**config.mk**
```make
export PLATFORM = sky130hd
export DESIGN_NAME = load_store_unit_flat
export DESIGN_NICKNAME = d
export VERILOG_FILES = /design/src/rtl/load_store_unit_if.sv /design/src/rtl/load_store_unit.sv /design/src/flat_wrapper.sv
export SDC_FILE = /design/constraint.sdc
export NUM_CORES = 1
export LEC_CHECK = 0
export CAP_MARGIN = 30
export CORE_MARGIN = 2
export CORE_UTILIZATION = 41
export DETAILED_ROUTE_END_ITERATION = 7
export GPL_ROUTABILITY_DRIVEN = 0
export GPL_TIMING_DRIVEN = 0
export PLACE_DENSITY = 0.76
export SYNTH_ARGS = -nofsm -noshare
export SYNTH_HDL_FRONTEND = slang
export SYNTH_SLANG_ARGS = --single-unit
```
**constraint.sdc**
```tcl
create_clock -name clk -period 1.86 [get_ports clk]
set_input_delay 0.558 -clock clk [delete_from_list [all_inputs] [get_ports clk]]
set_output_delay 0.558 -clock clk [all_outputs]
set_load 0.05 [all_outputs]
```
**src/rtl/load_store_unit_if.sv**
```systemverilog
// load_store_unit_if
// Groups the request, response and Data_Memory signals of the load/store unit.
//   req_*       : one load/store request from the execute stage
//   busy        : access in flight, requests are ignored while high
//   resp_*      : completion pulse, load data and misalignment flag
//   mem_*       : Data_Memory address / write data / write enable / read data
// Modports:
//   slave  : the load_store_unit itself
//   master : the core + memory side (drives requests and mem_rdata)
interface load_store_unit_if;
    logic        req_valid;
    logic        req_write;
    logic        req_byte;
    logic        req_signed;
    logic [15:0] req_addr;
    logic [15:0] req_wdata;

    logic        busy;
    logic        resp_valid;
    logic [15:0] resp_rdata;
    logic        resp_err;

    logic        mem_we;
    logic [15:0] mem_addr;
    logic [15:0] mem_wdata;
    logic [15:0] mem_rdata;

    modport slave (
        input  req_valid, req_write, req_byte, req_signed, req_addr, req_wdata,
        input  mem_rdata,
        output busy, resp_valid, resp_rdata, resp_err,
        output mem_we, mem_addr, mem_wdata
    );

    modport master (
        output req_valid, req_write, req_byte, req_signed, req_addr, req_wdata,
        output mem_rdata,
        input  busy, resp_valid, resp_rdata, resp_err,
        input  mem_we, mem_addr, mem_wdata
    );
endinterface

```
**src/rtl/load_store_unit.sv**
```systemverilog
// load_store_unit
// Sequences one load/store at a time against a 16-bit word-wide Data_Memory
// with a fixed read latency of RD_LAT cycles. Byte loads are lane-selected and
// sign/zero-extended; byte stores are done as read-modify-write.
// Ports:
//   clk : rising-edge clock
//   rst : synchronous, active-low reset
//   bus : load_store_unit_if.slave (request, response and memory signals)
// All outputs come straight from registers.
module load_store_unit #(
    parameter int RD_LAT = 2
) (
    input  logic                  clk,
    input  logic                  rst,
    load_store_unit_if.slave      bus
);

    localparam int CW = (RD_LAT < 1) ? 1 : $clog2(RD_LAT + 1);

    typedef enum logic [1:0] {
        IDLE    = 2'd0,
        RD_WAIT = 2'd1,
        WR      = 2'd2,
        RESP    = 2'd3
    } state_t;

    state_t      state_reg, state_next;
    logic [CW-1:0] cnt_reg, cnt_next;

    // Request fields kept for the duration of the access. Only the byte
    // lane of the address is needed: the word address lives in mem_addr_reg.
    logic        lane_reg,   lane_next;
    logic [7:0]  bdata_reg,  bdata_next;
    logic        write_reg,  write_next;
    logic        byte_reg,   byte_next;
    logic        signed_reg, signed_next;

    logic        busy_reg,       busy_next;
    logic        resp_valid_reg, resp_valid_next;
    logic [15:0] resp_rdata_reg, resp_rdata_next;
    logic        resp_err_reg,   resp_err_next;
    logic        mem_we_reg,     mem_we_next;
    logic [15:0] mem_addr_reg,   mem_addr_next;
    logic [15:0] mem_wdata_reg,  mem_wdata_next;

    logic        accept;
    logic        misaligned;
    logic [7:0]  sel_byte;
    logic [15:0] load_value;
    logic [15:0] merged_word;

    // Store byte goes into the addressed lane, the other lane keeps the
    // freshly read memory contents.
    generate
        for (genvar gi = 0; gi < 2; gi++) begin : g_merge
            assign merged_word[gi*8 +: 8] = (lane_reg == 1'(gi)) ? bdata_reg
                                                                 : bus.mem_rdata[gi*8 +: 8];
        end
    endgenerate

    assign sel_byte   = lane_reg ? bus.mem_rdata[15:8] : bus.mem_rdata[7:0];
    assign load_value = byte_reg ? {{8{signed_reg & sel_byte[7]}}, sel_byte}
                                 : bus.mem_rdata;

    // RESP is the completion cycle but already accepts the next request,
    // which is what makes back-to-back operation bubble-free.
    assign accept     = bus.req_valid && ((state_reg == IDLE) || (state_reg == RESP));
    assign misaligned = !bus.req_byte && bus.req_addr[0];

    always_comb begin
        state_next      = state_reg;
        cnt_next        = cnt_reg;
        lane_next       = lane_reg;
        bdata_next      = bdata_reg;
        write_next      = write_reg;
        byte_next       = byte_reg;
        signed_next     = signed_reg;
        busy_next       = busy_reg;
        resp_valid_next = 1'b0;
        resp_rdata_next = resp_rdata_reg;
        resp_err_next   = resp_err_reg;
        mem_we_next     = 1'b0;
        mem_addr_next   = mem_addr_reg;
        mem_wdata_next  = mem_wdata_reg;

        case (state_reg)
            IDLE, RESP: begin
                state_next = IDLE;
                busy_next  = 1'b0;
                if (accept) begin
                    lane_next   = bus.req_addr[0];
                    bdata_next  = bus.req_wdata[7:0];
                    write_next  = bus.req_write;
                    byte_next   = bus.req_byte;
                    signed_next = bus.req_signed;
                    if (misaligned) begin
                        // Rejected without touching memory.
                        state_next      = RESP;
                        resp_valid_next = 1'b1;
                        resp_err_next   = 1'b1;
                        resp_rdata_next = 16'h0000;
                    end else begin
                        mem_addr_next = {1'b0, bus.req_addr[15:1]};
                        busy_next     = 1'b1;
                        if (bus.req_write && !bus.req_byte) begin
                            state_next     = WR;
                            mem_we_next    = 1'b1;
                            mem_wdata_next = bus.req_wdata;
                        end else begin
                            state_next = RD_WAIT;
                            cnt_next   = '0;
                        end
                    end
                end
            end

            RD_WAIT: begin
                // mem_addr became stable on entry; read data is valid in the
                // RD_LAT-th cycle after that, i.e. when cnt reaches RD_LAT.
                if (cnt_reg == CW'(RD_LAT)) begin
                    if (write_reg) begin
                        state_next     = WR;
                        mem_we_next    = 1'b1;
                        mem_wdata_next = merged_word;
                    end else begin
                        state_next      = RESP;
                        busy_next       = 1'b0;
                        resp_valid_next = 1'b1;
                        resp_err_next   = 1'b0;
                        resp_rdata_next = load_value;
                    end
                end else begin
                    cnt_next = cnt_reg + CW'(1);
                end
            end

            WR: begin
                state_next      = RESP;
                busy_next       = 1'b0;
                resp_valid_next = 1'b1;
                resp_err_next   = 1'b0;
                resp_rdata_next = 16'h0000;
            end

            default: begin
                state_next = IDLE;
                busy_next  = 1'b0;
            end
        endcase
    end

    always_ff @(posedge clk) begin
        if (!rst) begin
            state_reg      <= IDLE;
            cnt_reg        <= '0;
            lane_reg       <= 1'b0;
            bdata_reg      <= 8'h00;
            write_reg      <= 1'b0;
            byte_reg       <= 1'b0;
            signed_reg     <= 1'b0;
            busy_reg       <= 1'b0;
            resp_valid_reg <= 1'b0;
            resp_rdata_reg <= 16'h0000;
            resp_err_reg   <= 1'b0;
            mem_we_reg     <= 1'b0;
            mem_addr_reg   <= 16'h0000;
            mem_wdata_reg  <= 16'h0000;
        end else begin
            state_reg      <= state_next;
            cnt_reg        <= cnt_next;
            lane_reg       <= lane_next;
            bdata_reg      <= bdata_next;
            write_reg      <= write_next;
            byte_reg       <= byte_next;
            signed_reg     <= signed_next;
            busy_reg       <= busy_next;
            resp_valid_reg <= resp_valid_next;
            resp_rdata_reg <= resp_rdata_next;
            resp_err_reg   <= resp_err_next;
            mem_we_reg     <= mem_we_next;
            mem_addr_reg   <= mem_addr_next;
            mem_wdata_reg  <= mem_wdata_next;
        end
    end

    assign bus.busy       = busy_reg;
    assign bus.resp_valid = resp_valid_reg;
    assign bus.resp_rdata = resp_rdata_reg;
    assign bus.resp_err   = resp_err_reg;
    assign bus.mem_we     = mem_we_reg;
    assign bus.mem_addr   = mem_addr_reg;
    assign bus.mem_wdata  = mem_wdata_reg;

endmodule

```
**src/flat_wrapper.sv**
```systemverilog
// flat-port wrapper written by rule: the top's interface ports become plain ports
module load_store_unit_flat 
#(
    parameter int RD_LAT = 2
)
  (clk, rst, bus_req_valid, bus_req_write, bus_req_byte, bus_req_signed, bus_req_addr, bus_req_wdata, bus_mem_rdata, bus_busy, bus_resp_valid, bus_resp_rdata, bus_resp_err, bus_mem_we, bus_mem_addr, bus_mem_wdata);
  load_store_unit_if bus_i ();
  input  logic clk;
  input  logic rst;
  input wire logic [$bits(bus_i.req_valid)-1:0] bus_req_valid;
  input wire logic [$bits(bus_i.req_write)-1:0] bus_req_write;
  input wire logic [$bits(bus_i.req_byte)-1:0] bus_req_byte;
  input wire logic [$bits(bus_i.req_signed)-1:0] bus_req_signed;
  input wire logic [$bits(bus_i.req_addr)-1:0] bus_req_addr;
  input wire logic [$bits(bus_i.req_wdata)-1:0] bus_req_wdata;
  input wire logic [$bits(bus_i.mem_rdata)-1:0] bus_mem_rdata;
  output wire logic [$bits(bus_i.busy)-1:0] bus_busy;
  output wire logic [$bits(bus_i.resp_valid)-1:0] bus_resp_valid;
  output wire logic [$bits(bus_i.resp_rdata)-1:0] bus_resp_rdata;
  output wire logic [$bits(bus_i.resp_err)-1:0] bus_resp_err;
  output wire logic [$bits(bus_i.mem_we)-1:0] bus_mem_we;
  output wire logic [$bits(bus_i.mem_addr)-1:0] bus_mem_addr;
  output wire logic [$bits(bus_i.mem_wdata)-1:0] bus_mem_wdata;
  assign bus_i.req_valid = bus_req_valid;
  assign bus_i.req_write = bus_req_write;
  assign bus_i.req_byte = bus_req_byte;
  assign bus_i.req_signed = bus_req_signed;
  assign bus_i.req_addr = bus_req_addr;
  assign bus_i.req_wdata = bus_req_wdata;
  assign bus_i.mem_rdata = bus_mem_rdata;
  assign bus_busy = bus_i.busy;
  assign bus_resp_valid = bus_i.resp_valid;
  assign bus_resp_rdata = bus_i.resp_rdata;
  assign bus_resp_err = bus_i.resp_err;
  assign bus_mem_we = bus_i.mem_we;
  assign bus_mem_addr = bus_i.mem_addr;
  assign bus_mem_wdata = bus_i.mem_wdata;
  load_store_unit #(.RD_LAT(RD_LAT)) u_core (.clk(clk), .rst(rst), .bus(bus_i));
endmodule
```
Figure 1. Clock wiring as the flow saved it (run 1).
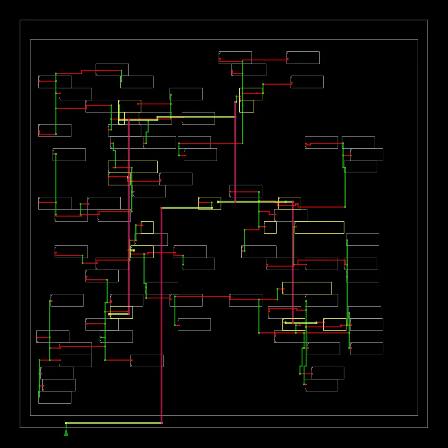
Setup Skew: 6.35 ps
CTS Sinks: 67
flop count: 67
CTS Buf Count: 9

Figure 2. Placement by cell class (run 1).
(4 px per um) Fill, decap, tap and diode cells in grey.
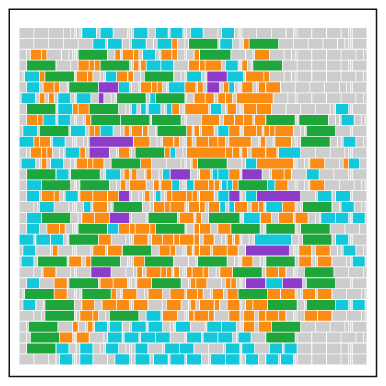
| class | colour | cells | share of their area |
|---|---|---|---|
| remaining logic cells | orange | 253 | 38% |
| registers | green | 67 | 30% |
| clock drivers and dummy loads | purple | 16 | 5.3% |
| remaining buffers and delay cells | cyan | 136 | 26% |

==> results.sh, run 1 <==
# source this file to load flow results
export IMPL_status="finished clean"
export IMPL_drt_vias_per_instance=5.17
export IMPL_dr_pass1_iters=4
export IMPL_fp_util_pct=42.7
export IMPL_cts_tree="done"
export IMPL_grt_pass1_wl_mm=14.1
export IMPL_tightestPinTransition_ps=549
export IMPL_areaGrowthSynthToFinish_pct=48.1
export IMPL_setup_worst_path_end="bus_mem_wdata[4]"
export IMPL_drv_slew=0
export IMPL_warnings=29
export IMPL_finalCritPeriodShare_pct=98.8
export IMPL_rows=31
export IMPL_wire_per_inst_um=15.4
export IMPL_fp_dieArea_um2=8360
export IMPL_place_area_um2=4280
export IMPL_critPathSlowestCell="dlygate4sd2_1"
export IMPL_num_vias=2954
export IMPL_top_cell_area_share_pct=42.8
export IMPL_grt_total_usage_pct=21.0
export IMPL_max_freq_mhz=544
export IMPL_drive_gt1_share_pct=16.5
export IMPL_clock_latency_late_pin_ps=350
export IMPL_top_area_cell="dfxtp_1"
export IMPL_finalSetupViolations=0
export IMPL_synth_stat_cells=346
export IMPL_antennaDiodeCount=0
export IMPL_stdcell_count=571
export IMPL_finalHoldViolCount=0
export IMPL_leakage_nw=1.96
export IMPL_postSynthSeqShare_pct=42.8
export IMPL_p_per_area_nw_per_um2=1530
export IMPL_crit_type="register to primary output"
export IMPL_clk_pin_slew_worst_paths_ps=80
export IMPL_ir_drop_mv=0.599
export IMPL_cp_cell_sequence="dlygate4sd2_1"
export IMPL_worst_r2r_endpoint="u_core.bus.mem_wdata[5]"
export IMPL_most_common_cell="nand2_1"
export IMPL_fin_area_um2=4640
export IMPL_portBuffers=102
export IMPL_core_area_um2=7330
export IMPL_path_max_fanout=2
export IMPL_grt_pass1_vias=2836
export IMPL_syn_area_um2=3130
export IMPL_ios=106
export IMPL_ys_top_cells_by_count="nand2_1, dfxtp_1, a21boi_0"
export IMPL_antenna_found_initial=0
export IMPL_yosys_area_um2=3130
export IMPL_critPathTopFamily="buffers and inverters"
export IMPL_yosysWarnings=0
export IMPL_async_flop_share_pct=0
export IMPL_rr_worst_depth=7
export IMPL_avgSynthCellArea_um2=9.05
export IMPL_synth_distinct_cells=40
export IMPL_drv_cap=0
export IMPL_fp_nets=405
export IMPL_hold_buffers=0
export IMPL_top_cells_by_area="dfxtp_1, nand2_1, mux2i_1"
export IMPL_die_height_um=91.4
export IMPL_synth_main_ff_cell="dfxtp_1"
export IMPL_cts_max_level=3
export IMPL_synth_edff_count=0
export IMPL_post_route_drc_count=0
export IMPL_crit_required_ps=1300
export IMPL_die_w_um=91.4
export IMPL_drtIter0Drc=215
export IMPL_endpoint_kind="primary output"
export IMPL_worst_path_buf_inv=1
export IMPL_place_hpwl_mm=6.41
export IMPL_timing_rr_start="u_core.state_reg[0]"
export IMPL_ant_nets=0
export IMPL_fin_crit_ps=1840
export IMPL_wirelength_mm=8.80
export IMPL_grt_start_max_net_pins=13
export IMPL_reg2reg_slack_ps=30
export IMPL_dp_cells=547
export IMPL_hold_class="register to register"
export IMPL_grt_overflow_total=0
export IMPL_cp_startpoint="u_core.bus.mem_wdata[4]"
export IMPL_crit_arrival_ps=1280
export IMPL_cp_depth=1
export IMPL_cts_buffer_depth=2
export IMPL_ys_seq_elements=67
export IMPL_cts_root_buf="clkbuf_8"
export IMPL_num_nets_final=526
export IMPL_relSlewSlack_pct=63.4
export IMPL_cp_start_kind="register"
export IMPL_cp_slowest_stage_delay_ps=550
export IMPL_synthCells=346
Figure 3. A small window of the routed layout (run 1).
Window x 33 to 58, y 33 to 58 um. Cells in grey, sequential cells in the stronger grey; small squares are vias.
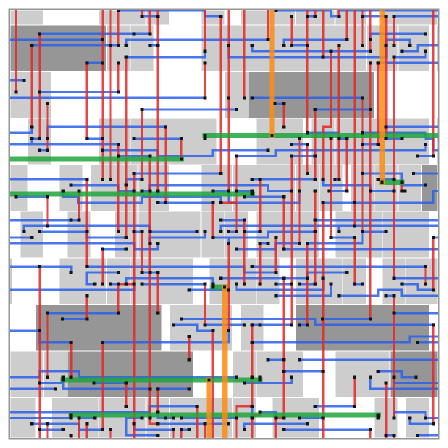
| layer | colour |
|---|---|
| M3 | green |
| M2 | red |
| M1 | blue |
| M4 | orange |
cells with their middle in the window: 62
sequential cells in the window: 5
most frequent: nand2_1 (18), clkbuf_1 (7), mux2i_1 (7)
netlist names of flops here include: `u_core.bdata_reg` (3)

## run 1: per-stage QoR
step	TNS [ps]	setup WS [ps]	power, W	hold WS, ps	utilization (%)
final	0	21.5	0.00711	452	63.3
after global routing	-15.2	-12.0	0.00746	476	63.3
after CTS	0	15.6	0.00685	456	61.7
after detailed placement	-19850	-458	0.00548	447	58.4
after global placement	-18890	-454	0.00542	445	58.4
after floorplan	0	98.0	0.00441	438	-
## run 1: logic make-up (layout without fill, tap and decap cells)
kind of cell | count (synthesis) | in the layout | synth area share, %
DFF | 67 | 67 | 42.8
other | 1 | 1 | 0.120
and+or+nand+nor | 120 | 120 | 16.9
adders and majority gates | 5 | 5 | 2.00
AOI/OAI and AO/OA | 95 | 95 | 24.4
buffers and inverters | 31 | 157 | 5.11
muxes | 27 | 27 | 8.67
## run 1: worst min path at each step
stage | start | endpoint | slack (ps) | cells after the start
global placement | u_core.bus.busy | u_core.bus.busy | 440 | 2
detailed placement | u_core.bus.resp_rdata[15] | u_core.bus.resp_rdata[15] | 450 | 1
floorplan | u_core.cnt_reg[0] | u_core.cnt_reg[0] | 440 | 2
CTS | u_core.bus.busy | u_core.bus.busy | 460 | 2
finish | u_core.bus.busy | u_core.bus.busy | 450 | 2
global route | u_core.bus.mem_wdata[11] | u_core.bus.mem_wdata[11] | 480 | 2
## run 1: metal layers
layer	share of wire (%)	track usage [%]	vias to the layer above	routed length (um)
li1	-	-	1460	-
met1	44	27.9	1358	3900
met2	46	32.1	115	4010
met3	7.0	5.64	21	619
met4	3.1	9.09	0	277
met5	0	0	-	0
## run 1: layout make-up
cell class | instances | area (um^2)
fillers | 638 | 2690
multi-input cells | 248 | 1720
flip-flops and latches | 67 | 1340
repair buffers | 112 | 1050
plain buffers | 24 | 141
clock buffers | 10 | 128
well taps | 99 | 124
clock inverters | 6 | 114
inverters | 5 | 18.8
## run 1: placed cells by master (no fill, tap or decap), drive strengths merged, types with 2 or more instances in the layout
| master | count |
|---|---|
| clkinvlp | 2 |
| a21oi | 3 |
| ha | 5 |
| nand3 | 17 |
| clkdlybuf4s50 | 48 |
| buf | 20 |
| clkbuf | 24 |
| o211ai | 17 |
| mux2i | 26 |
| dfxtp | 67 |
| inv | 5 |
| o2bb2ai | 16 |
| o21ai | 20 |
| nor3b | 2 |
| bufinv | 3 |
| nor2 | 12 |
| nand3b | 2 |
| a21boi | 29 |
| nand2 | 81 |
| dlygate4sd2 | 54 |
| a21o | 2 |
## run 1: power by group
group | internal [W] | switching, W | total, W
Combinational | 0.00122 | 0.00236 | 0.00357
Sequential | 0.00182 | 0.000234 | 0.00206
Clock | 0.000893 | 0.000585 | 0.00148
Total | 0.00393 | 0.00317 | 0.00711
## run 1: worst reg2reg max path, cell delays in order, from the launching register on
cell and delay (ps):
dfxtp_2 330, buf_4 140, ha_4 180, and2b_2 200
a2111o_2 530, buf_6 190, nand3_2 80, o21ai_2 60
## run 1: timing repair
item,4_1_cts,5_1_grt
endpoints found under the setup margin,93,35
pin swaps,2,2
gates resized,66,17
setup buffers,3,5
cloned,1,1
--- run 2 (diff from run 1) ---
- CTS_CLUSTER_SIZE: not set -> 24
Figure 4. Clock network drawn from the DEF (run 2).
(6 px per um)
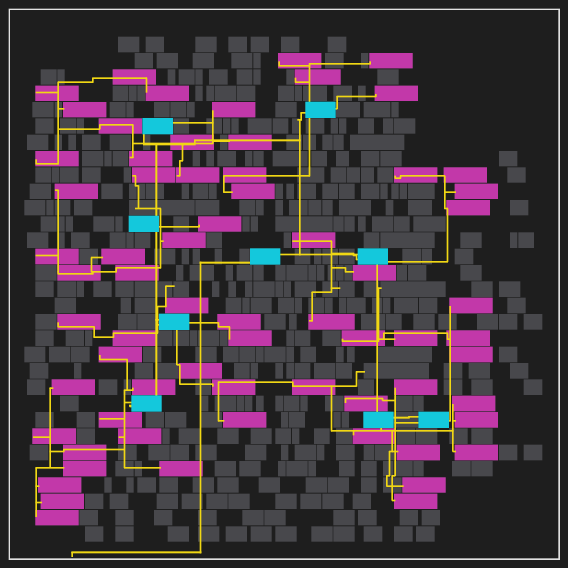
[clock-net drivers] cyan | count: 9
[flip-flops] magenta | count: 67
[clock wires] yellow | length: 883 um
flops lie: all over the die
routed clock nets: 10

Figure 5. A small window of the routed layout (run 2).
Window x 33 to 58, y 33 to 58 um. Cells in grey, sequential cells in the stronger grey; small squares are vias.
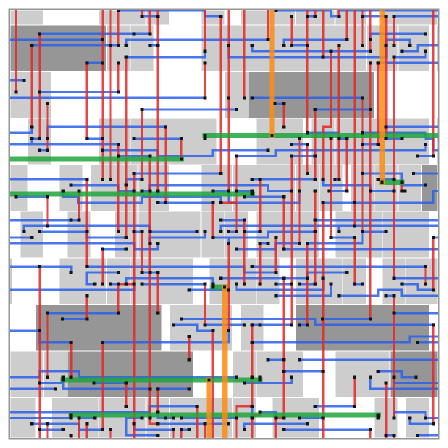
| layer | colour |
|---|---|
| M1 | blue |
| M3 | green |
| M2 | red |
| M4 | orange |
cells with their middle in the window: 62
sequential cells in the window: 5
netlist names of flops here include: `u_core.bdata_reg` (3)
most frequent: nand2_1 (18), clkbuf_1 (7), mux2i_1 (7)

==> results.sh, run 2 <==
# source this file to load flow results
export IMPL_status="finished clean"
export IMPL_ys_top_cells_by_count="nand2_1, dfxtp_1, a21boi_0"
export IMPL_grt_overflow_total=0
export IMPL_hp_start="u_core.bus.busy"
export IMPL_reg2reg_slack_ps=30
export IMPL_grt_pass1_vias=2836
export IMPL_cts_buffer_depth=2
export IMPL_yosysWarnings=0
export IMPL_ir_drop_mv=0.599
export IMPL_critPathTopFamily="buffers and inverters"
export IMPL_avgSynthCellArea_um2=9.05
export IMPL_combGateArea_um2=1720
export IMPL_leakage_nw=1.96
export IMPL_layout_cells_most_common="nand2_1"
export IMPL_num_nets_final=526
export IMPL_endpoint_kind="primary output"
export IMPL_min_to="u_core.bus.busy"
export IMPL_p_per_area_nw_per_um2=1530
export IMPL_cp_slowest_stage_delay_ps=550
export IMPL_synth_edff_count=0
export IMPL_synth_distinct_cells=40
export IMPL_pwr_share_seq_pct=28.9
export IMPL_grt_pass1_wl_mm=14.1
export IMPL_seq_area_um2=1340
export IMPL_drv_slew=0
export IMPL_critPathSlowestCell="dlygate4sd2_1"
export IMPL_drtIter0Drc=215
export IMPL_cts_tree="done"
export IMPL_rr_worst_depth=7
export IMPL_grt_start_max_net_pins=13
export IMPL_mostFrequentLayoutCells="nand2_1, dfxtp_1, dlygate4sd2_1"
export IMPL_top_area_cell="dfxtp_1"
export IMPL_cp_start_kind="register"
export IMPL_clk_pin_slew_worst_paths_ps=80
export IMPL_ys_seq_elements=67
export IMPL_fin_hold_ws_ps=452
export IMPL_drv_cap=0
export IMPL_ios=106
export IMPL_antenna_found_initial=0
export IMPL_worst_path_buf_inv=1
export IMPL_clkPwrFrac_pct=20.8
export IMPL_nFillCells=638
export IMPL_cts_root_buf="clkbuf_8"
export IMPL_crit_type="register to primary output"
export IMPL_p_int_w=0.00393
export IMPL_fin_tns_setup_ps=0
export IMPL_synthCells=346
export IMPL_p_comb_share_pct=50.3
export IMPL_cp_cell_sequence="dlygate4sd2_1"
export IMPL_wire_per_inst_um=15.4
export IMPL_most_common_cell="nand2_1"
export IMPL_finalHoldViolCount=0
export IMPL_skew_ps=6.35
export IMPL_clock_latency_late_pin_ps=350
export IMPL_grt_total_usage_pct=21.0
export IMPL_cts_max_level=3
export IMPL_postSynthSeqShare_pct=42.8
export IMPL_place_hpwl_mm=6.41
export IMPL_portBuffers=102
export IMPL_synth_main_ff_cell="dfxtp_1"
export IMPL_rows=31
export IMPL_worst_r2r_endpoint="u_core.bus.mem_wdata[5]"
export IMPL_pre_cts_ws_ps=-458
export IMPL_cts_num_sinks=67
export IMPL_fin_crit_ps=1840
export IMPL_crit_required_ps=1300
export IMPL_die_height_um=91.4
export IMPL_hold_buffers=0
export IMPL_post_route_drc_count=0
export IMPL_power_switching_w=0.00317
export IMPL_top_cells_by_area="dfxtp_1, nand2_1, mux2i_1"
export IMPL_yosys_area_um2=3130
export IMPL_relSlewSlack_pct=63.4
export IMPL_wirelength_mm=8.80
export IMPL_warnings=29
export IMPL_fp_dieArea_um2=8360
export IMPL_crit_arrival_ps=1280
export IMPL_dr_pass1_iters=4
export IMPL_finalSetupViolations=0
export IMPL_synth_stat_cells=346
export IMPL_die_w_um=91.4
export IMPL_cts_made_buffers=9
export IMPL_syn_area_um2=3130
export IMPL_path_max_fanout=2
export IMPL_switching_share_pct=44.7
export IMPL_antennaDiodeCount=0
export IMPL_ant_nets=0
export IMPL_setup_slack_ps=21.5
export IMPL_hold_class="register to register"
export IMPL_async_flop_share_pct=0
export IMPL_drive_gt1_share_pct=16.5
export IMPL_drt_vias_per_instance=5.17
export IMPL_timing_rr_start="u_core.state_reg[0]"
export IMPL_fp_nets=405
export IMPL_num_vias=2954
export IMPL_max_freq_mhz=544
export IMPL_top_cell_area_share_pct=42.8
export IMPL_areaGrowthSynthToFinish_pct=48.1
export IMPL_finalCritPeriodShare_pct=98.8
export IMPL_hold_depth=2
export IMPL_tightestPinTransition_ps=549
Figure 6. Cell area per tile (run 2).
(3 px per um) The die is cut into 9 by 9 equal tiles; black is low, pale yellow is high, 0 to 100% covered.
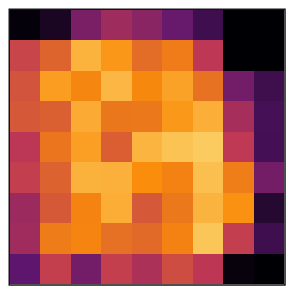
densest ninth of the die: middle
tiles over 75% full: 25%
mean over tiles: 54%
nearly empty tiles: 7.4%
emptiest ninth of the die: top right
fullest tile: 89%
fp util: 42.7%
area of the core: 7330 um^2
final core utilization: 63.3%

## run 2: cell counts in the layout (fill, tap and decap cells not counted)
No cell type changed its count.
## run 2: kinds of logic after synthesis
logic type                 share of synthesized area [%]
AOI/OAI and AO/OA                                   24.4
adders and majority gates                           2.00
buffers and inverters                               5.11
DFF                                                 42.8
muxes                                               8.67
other                                              0.120
and+or+nand+nor                                     16.9
## run 2: timing repair
item,CTS,global route
cloned,1,1
endpoints found under the setup margin,93,35
endpoints found under the hold margin,0,0
gates resized,66,17
pin swaps,2,2
buffers inserted,3,5
## run 2: cell type report
type                       count  area share (%)
clock inverter                 6            2.45
tap                           99            2.67
multi-input combinational    248            37.0
sequential                    67            29.0
inverter                       5           0.404
clock buffer                  10            2.75
timing repair buffer         112            22.7
buffer                        24            3.05
## run 2: worst reg2reg max path, stage by stage (launching register included)
cell and delay [ps]:
dfxtp_2 330, buf_4 140, ha_4 180, and2b_2 200
a2111o_2 530, buf_6 190, nand3_2 80, o21ai_2 60
## run 2: power groups by stage
stage	sequential, W	combinational (W)	clock [W]
after global routing	0.00211	0.00379	0.00156
final	0.00206	0.00357	0.00148
after floorplan	0.00310	0.00131	0
after detailed placement	0.00208	0.00339	0
after global placement	0.00207	0.00335	0
after CTS	0.00204	0.00333	0.00148
## run 2: how the worst max path moves through the flow
stage / from / slack, ps / to / cells after the start
after floorplan: u_core.state_reg[0] / 100 / u_core.bus.mem_wdata[11] / 8
after global placement: bus_req_byte / -450 / u_core.bus.resp_rdata[10] / 5
after detailed placement: bus_req_byte / -460 / u_core.bus.resp_rdata[9] / 5
after CTS: u_core.state_reg[1] / 20 / u_core.bus.mem_wdata[6] / 8
after global routing: u_core.bus.mem_wdata[4] / -10 / bus_mem_wdata[4] / 1
final: u_core.bus.mem_wdata[4] / 20 / bus_mem_wdata[4] / 1
## run 2: metal layers
layer	vias to the layer above	wire length [um]	GRT usage (%)
li1	1460	-	-
met1	1358	3900	27.9
met2	115	4010	32.1
met3	21	619	5.64
met4	0	277	9.09
met5	-	0	0
## run 2: per-stage QoR
step           cells  cell area (um^2)  total power [W]
2_1_floorplan    346              3130          0.00441
3_3_place_gp     547              4280          0.00542
3_5_place_dp     547              4280          0.00548
4_1_cts          566              4530          0.00685
5_1_grt          571              4640          0.00746
6_report         571              4640          0.00711
No activity file was given, so power comes from the tool's default toggle rates.
